## src/rtl/flag_unit_if.sv

```systemverilog
// Interface bundling the decode/ALU-side signals of flag_unit.
// master drives the requests and ALU data; slave (flag_unit) returns flags and stall.
interface flag_unit_if #(
  parameter int WIDTH = 24
);
  logic             issue_valid;
  logic             issue_setflags;
  logic             br_req;
  logic             alu_valid;
  logic             alu_setflags;
  logic [1:0]       alu_op;
  logic [WIDTH-1:0] alu_a;
  logic [WIDTH-1:0] alu_b;
  logic [WIDTH-1:0] alu_result;
  logic [3:0]       Flags;
  logic             flags_stall;
  logic             flag_err;

  modport master (
    output issue_valid, issue_setflags, br_req,
    output alu_valid, alu_setflags, alu_op, alu_a, alu_b, alu_result,
    input  Flags, flags_stall, flag_err
  );

  modport slave (
    input  issue_valid, issue_setflags, br_req,
    input  alu_valid, alu_setflags, alu_op, alu_a, alu_b, alu_result,
    output Flags, flags_stall, flag_err
  );
endinterface

```

## src/rtl/flag_unit.sv

```systemverilog
// Condition-flag register {carry, neg, zero, overflow} with pending-setter tracking and branch stall.
// Optional macro FLAGS_FWD_EN forwards the flag write and releases the stall in the fw cycle.
module flag_unit #(
  parameter int WIDTH      = 24,
  parameter int PIPE_DEPTH = 3
) (
  input  logic       clk,
  input  logic       reset,
  flag_unit_if.slave bus
);
  localparam int PW = $clog2(PIPE_DEPTH + 1);
  localparam logic [PW-1:0] PEND_MAX = PW'(PIPE_DEPTH);

  logic             fw;
  logic             inc;
  logic [WIDTH:0]   add_s;
  logic [WIDTH:0]   sub_s;
  logic [3:0]       flags_q, flags_d;
  logic [PW-1:0]    pend_q, pend_d;
  logic             err_q, err_d;
  logic [PW-1:0]    pend_after;

  assign fw  = bus.alu_valid && bus.alu_setflags;
  assign inc = bus.issue_valid && bus.issue_setflags;

  assign add_s = {1'b0, bus.alu_a} + {1'b0, bus.alu_b};
  assign sub_s = {1'b0, bus.alu_a} + {1'b0, ~bus.alu_b} + {{WIDTH{1'b0}}, 1'b1};

  always_comb begin
    flags_d = flags_q;
    if (fw) begin
      case (bus.alu_op)
        2'b00: flags_d = {add_s[WIDTH], add_s[WIDTH-1], (add_s[WIDTH-1:0] == '0),
                          (bus.alu_a[WIDTH-1] == bus.alu_b[WIDTH-1]) &&
                          (add_s[WIDTH-1] != bus.alu_a[WIDTH-1])};
        2'b01: flags_d = {sub_s[WIDTH], sub_s[WIDTH-1], (sub_s[WIDTH-1:0] == '0),
                          (bus.alu_a[WIDTH-1] != bus.alu_b[WIDTH-1]) &&
                          (sub_s[WIDTH-1] != bus.alu_a[WIDTH-1])};
        2'b10: flags_d = {flags_q[3], bus.alu_result[WIDTH-1],
                          (bus.alu_result == '0), flags_q[0]};
        default: flags_d = bus.alu_b[3:0];
      endcase
    end
  end

  // Out-of-range steps hold the count and latch the sticky error.
  always_comb begin
    pend_d = pend_q;
    err_d  = err_q;
    if (inc && !fw) begin
      if (pend_q == PEND_MAX) err_d = 1'b1;
      else                    pend_d = pend_q + 1'b1;
    end else if (fw && !inc) begin
      if (pend_q == '0) err_d = 1'b1;
      else              pend_d = pend_q - 1'b1;
    end
  end

  always_ff @(posedge clk or posedge reset) begin
    if (reset) begin
      flags_q <= '0;
      pend_q  <= '0;
      err_q   <= 1'b0;
    end else begin
      flags_q <= flags_d;
      pend_q  <= pend_d;
      err_q   <= err_d;
    end
  end

  assign pend_after   = pend_q - PW'(fw);
  assign bus.flag_err = err_q;

`ifdef FLAGS_FWD_EN
  assign bus.Flags       = fw ? flags_d : flags_q;
  assign bus.flags_stall = bus.br_req && (pend_after != '0);
`else
  assign bus.Flags       = flags_q;
  assign bus.flags_stall = bus.br_req && (pend_q != '0);
`endif
endmodule

```

## src/flat_wrapper.sv

```systemverilog
// flat-port wrapper written by rule: the top's interface ports become plain ports
module flag_unit_flat 
#(
  parameter int WIDTH      = 24,
  parameter int PIPE_DEPTH = 3
)
  (clk, reset, bus_issue_valid, bus_issue_setflags, bus_br_req, bus_alu_valid, bus_alu_setflags, bus_alu_op, bus_alu_a, bus_alu_b, bus_alu_result, bus_Flags, bus_flags_stall, bus_flag_err);
  flag_unit_if #(.WIDTH(WIDTH)) bus_i ();
  input  logic clk;
  input  logic reset;
  input wire logic [$bits(bus_i.issue_valid)-1:0] bus_issue_valid;
  input wire logic [$bits(bus_i.issue_setflags)-1:0] bus_issue_setflags;
  input wire logic [$bits(bus_i.br_req)-1:0] bus_br_req;
  input wire logic [$bits(bus_i.alu_valid)-1:0] bus_alu_valid;
  input wire logic [$bits(bus_i.alu_setflags)-1:0] bus_alu_setflags;
  input wire logic [$bits(bus_i.alu_op)-1:0] bus_alu_op;
  input wire logic [$bits(bus_i.alu_a)-1:0] bus_alu_a;
  input wire logic [$bits(bus_i.alu_b)-1:0] bus_alu_b;
  input wire logic [$bits(bus_i.alu_result)-1:0] bus_alu_result;
  output wire logic [$bits(bus_i.Flags)-1:0] bus_Flags;
  output wire logic [$bits(bus_i.flags_stall)-1:0] bus_flags_stall;
  output wire logic [$bits(bus_i.flag_err)-1:0] bus_flag_err;
  assign bus_i.issue_valid = bus_issue_valid;
  assign bus_i.issue_setflags = bus_issue_setflags;
  assign bus_i.br_req = bus_br_req;
  assign bus_i.alu_valid = bus_alu_valid;
  assign bus_i.alu_setflags = bus_alu_setflags;
  assign bus_i.alu_op = bus_alu_op;
  assign bus_i.alu_a = bus_alu_a;
  assign bus_i.alu_b = bus_alu_b;
  assign bus_i.alu_result = bus_alu_result;
  assign bus_Flags = bus_i.Flags;
  assign bus_flags_stall = bus_i.flags_stall;
  assign bus_flag_err = bus_i.flag_err;
  flag_unit #(.WIDTH(WIDTH), .PIPE_DEPTH(PIPE_DEPTH)) u_core (.clk(clk), .reset(reset), .bus(bus_i));
endmodule
```

## config.mk

```make
export PLATFORM = sky130hd
export DESIGN_NAME = flag_unit_flat
export DESIGN_NICKNAME = d
export VERILOG_FILES = /design/src/rtl/flag_unit_if.sv /design/src/rtl/flag_unit.sv /design/src/flat_wrapper.sv
export SDC_FILE = /design/constraint.sdc
export NUM_CORES = 1
export LEC_CHECK = 0
export CAP_MARGIN = 20
export CORE_MARGIN = 2
export CORE_UTILIZATION = 65
export CTS_BUF_LIST = sky130_fd_sc_hd__clkbuf_2 sky130_fd_sc_hd__clkbuf_4 sky130_fd_sc_hd__clkbuf_8
export DETAILED_ROUTE_END_ITERATION = 6
export DONT_BUFFER_PORTS = 1
export PLACE_DENSITY = 0.81
export SLEW_MARGIN = 10
export SYNTH_ARGS = -nofsm -noshare
export SYNTH_HDL_FRONTEND = slang
export SYNTH_SLANG_ARGS = --single-unit
export TNS_END_PERCENT = 5
```

## constraint.sdc

```tcl
create_clock -name clk -period 3 [get_ports clk]
set_input_delay 0.3 -clock clk [delete_from_list [all_inputs] [get_ports clk]]
set_output_delay 0.3 -clock clk [all_outputs]
set_load 0.1 [all_outputs]
```

Metal layers overlaid:
Drawn at 4 px/um. Two of the layers only.
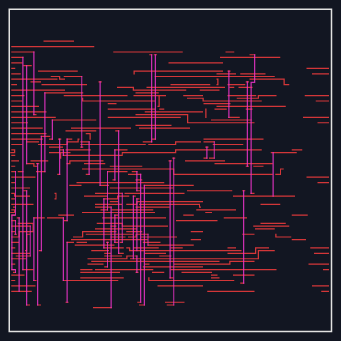
legend:
  M4:
    color: magenta
    wire_length: 825 um
  M3:
    color: red
    wire_length: 1830 um

Clock wires, drivers and flops:
Drawn at 8 px/um.
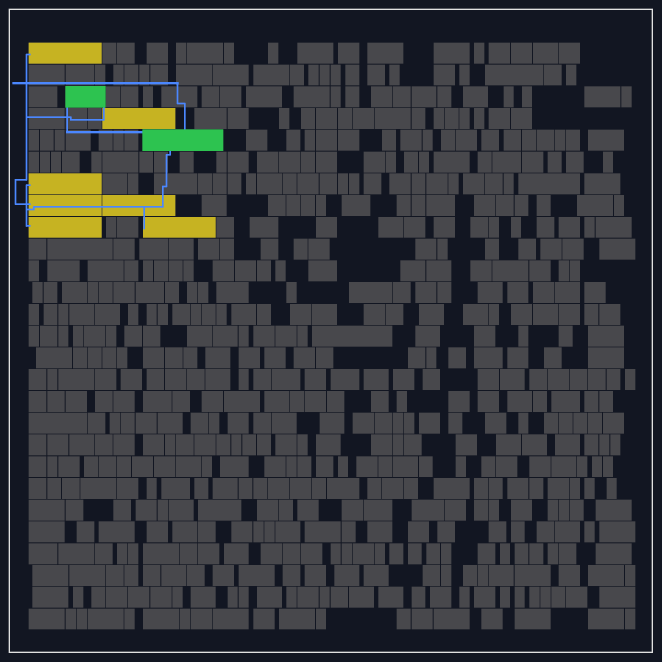
legend:
  clock wires:
    color: blue
    length: 125 um
  flip-flops:
    color: yellow
    count: 7
  clock-net drivers:
    color: green
    count: 3
routed clock nets: 4

==> CHANGELOG.md <==
## Flow update

* Biggest cell delay along the critical path at a little under 0.8 ns
* Number of synthesized flops with an enable pin at 0
* Initial antenna violation count at 0
* Sequential fraction of design power at between 10% and 20%
* Number of clock sinks at 7
* Reg-to-reg setup timing slack at ~0.60 ns
* Final design area excluding fillers at approximately 0.0044 mm2
* Synth Area per Inst at 6.863 um2
* Slew at the pin with the worst max-slew slack at roughly 0.94 ns
* Largest area contributor in the synthesized netlist: ha_1
* Highest metal layer with signal wires: met4
* Worst Setup SP: bus_alu_b[6]
* Area of placed instances at 0.004303 mm2
* DRT iter0 DRCs at ~690
* Tally of unique sky130hd cells used after synthesis at 75
* Number of cells on the worst reg-to-reg path at 8
* Final clock period utilization by the worst path at 102.0%
* Signal inverters at 52
* Post-detailed-route DRC marker count at 0
* Final Non-Filler Cells at roughly 680
* Violated checks: negative setup slack
* Final Hold Vio Count at 0
* Count of synthesis-stage warnings from yosys at 0
* Count of instantiated cells in the yosys netlist at about 550
* Root buffer cell: clkbuf_8
* Insertion delay at the late pin of the worst-skew pair at 0.22 ns
* Final HPWL from detailed placement at 11850 um
* Global route overflow at 0
* Normalized max-slew margin at between 30% and 40%
* Register area at roughly 180 um2
* Most instantiated library cell after synthesis: ha_1
* Core Region at ~0.0056 mm2
* Number of top-level design ports at between 80 and 90
* Setup slack at placement at -0.1943 ns
* Share of the final layout cell area in multi-input gates at between 70% and 80%
* CP cell instances: inv_1, ha_1, nor2b_1, or4_1, o2111ai_1, a2111oi_0, o21ai_1, or3_1, a32oi_1, nor4b_2, a21bo_1
* Path type of the worst setup path: input pin to register
* TritonCTS clock tree: yes
* Post-route clock skew at about 0.00044 ns
* Dominant logic cell type in the layout: buf_4
* Smallest hold slack at ~0.26 ns
* Number of H-tree levels at 1
* Highest clock frequency the design can meet at 0.3269 GHz
* Net switching power of the design at ~0.72 mW
* Worst setup path endpoint: u_core.bus.Flags[1]$_DFFE_PP0P_
* Final setup slack of the worst path at -0.05902 ns
* Commonest cells after routing, fill and taps aside: buf_4, ha_1, inv_1, nor2_1, a21oi_1
* Run status: finished with violations
* Antenna-violating nets left at 0
* Dominant cell area share at 16.57%
* Fraction of final layout cells with drive strength greater than 1 at about 16%
* Global-route usage over all layers at between 40% and 50%
* Biggest area consumer among cell classes: combinational gates
* Post-synthesis instance area at roughly 0.0038 mm2
* Clock share of power at a little over a tenth
* Total tool warning count at 51
* Layout fillers at 410
* Detailed Route WL at ~14000 um
* Number of maximum-capacitance violations at 0
* Power in the clock group at around 0.14 mW
* Multi-input comb cells at 468
* Chip Width at 80.21 um
* Setup TNS at -0.05902 ns
* Worst min-delay path category: input pin to register
* Setup-violating endpoint count in the final report at 1
* Placer congestion estimate at 1.113
* Yosys Chip Area at around 0.0038 mm2
* Floorplan Nets at 683
* Global routing met1 resource utilization at about 52%
* Instance count along the most critical hold path at 2
* Utilization of the core after routing at between 70% and 80%
Placed cells, one color a class:
Drawn at 3 px/um. Fill, decap, tap and diode cells in gray.
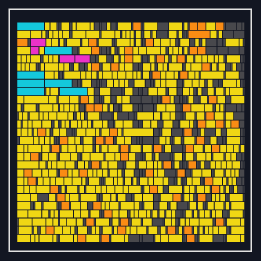
legend:
  remaining buffers and delay cells:
    color: orange
    cells: 73
  clock drivers and dummy loads:
    color: magenta
    cells: 4
  remaining logic cells:
    color: yellow
    cells: 520
  registers:
    color: cyan
    cells: 7

## flip-flops by register name, summed over array words and instances, names as in the netlist
| name | flops |
|---|---|
| u_core.bus.Flags | 4 |
| u_core.bus.flag_err | 1 |
| u_core.pend_q | 2 |
## cell families after synthesis
family          count (synthesis)  share of synthesized area [%]
compound gates                190                          35.37
xor+xnor                       13                          3.016
fa+ha+maj                      52                          17.63
buf+inv                        75                          8.220
flops                           7                          4.640
mux                             8                          2.221
simple gates                  205                          28.90
## worst max-delay path, delay by kind of cell
family,cells,cell delay [ns]
AOI/OAI and AO/OA,5,1.47
buffers and inverters,1,0.02
adders and majority gates,1,0.40
and+or+nand+nor,4,1.04
Power and IR drop assume default switching activity.
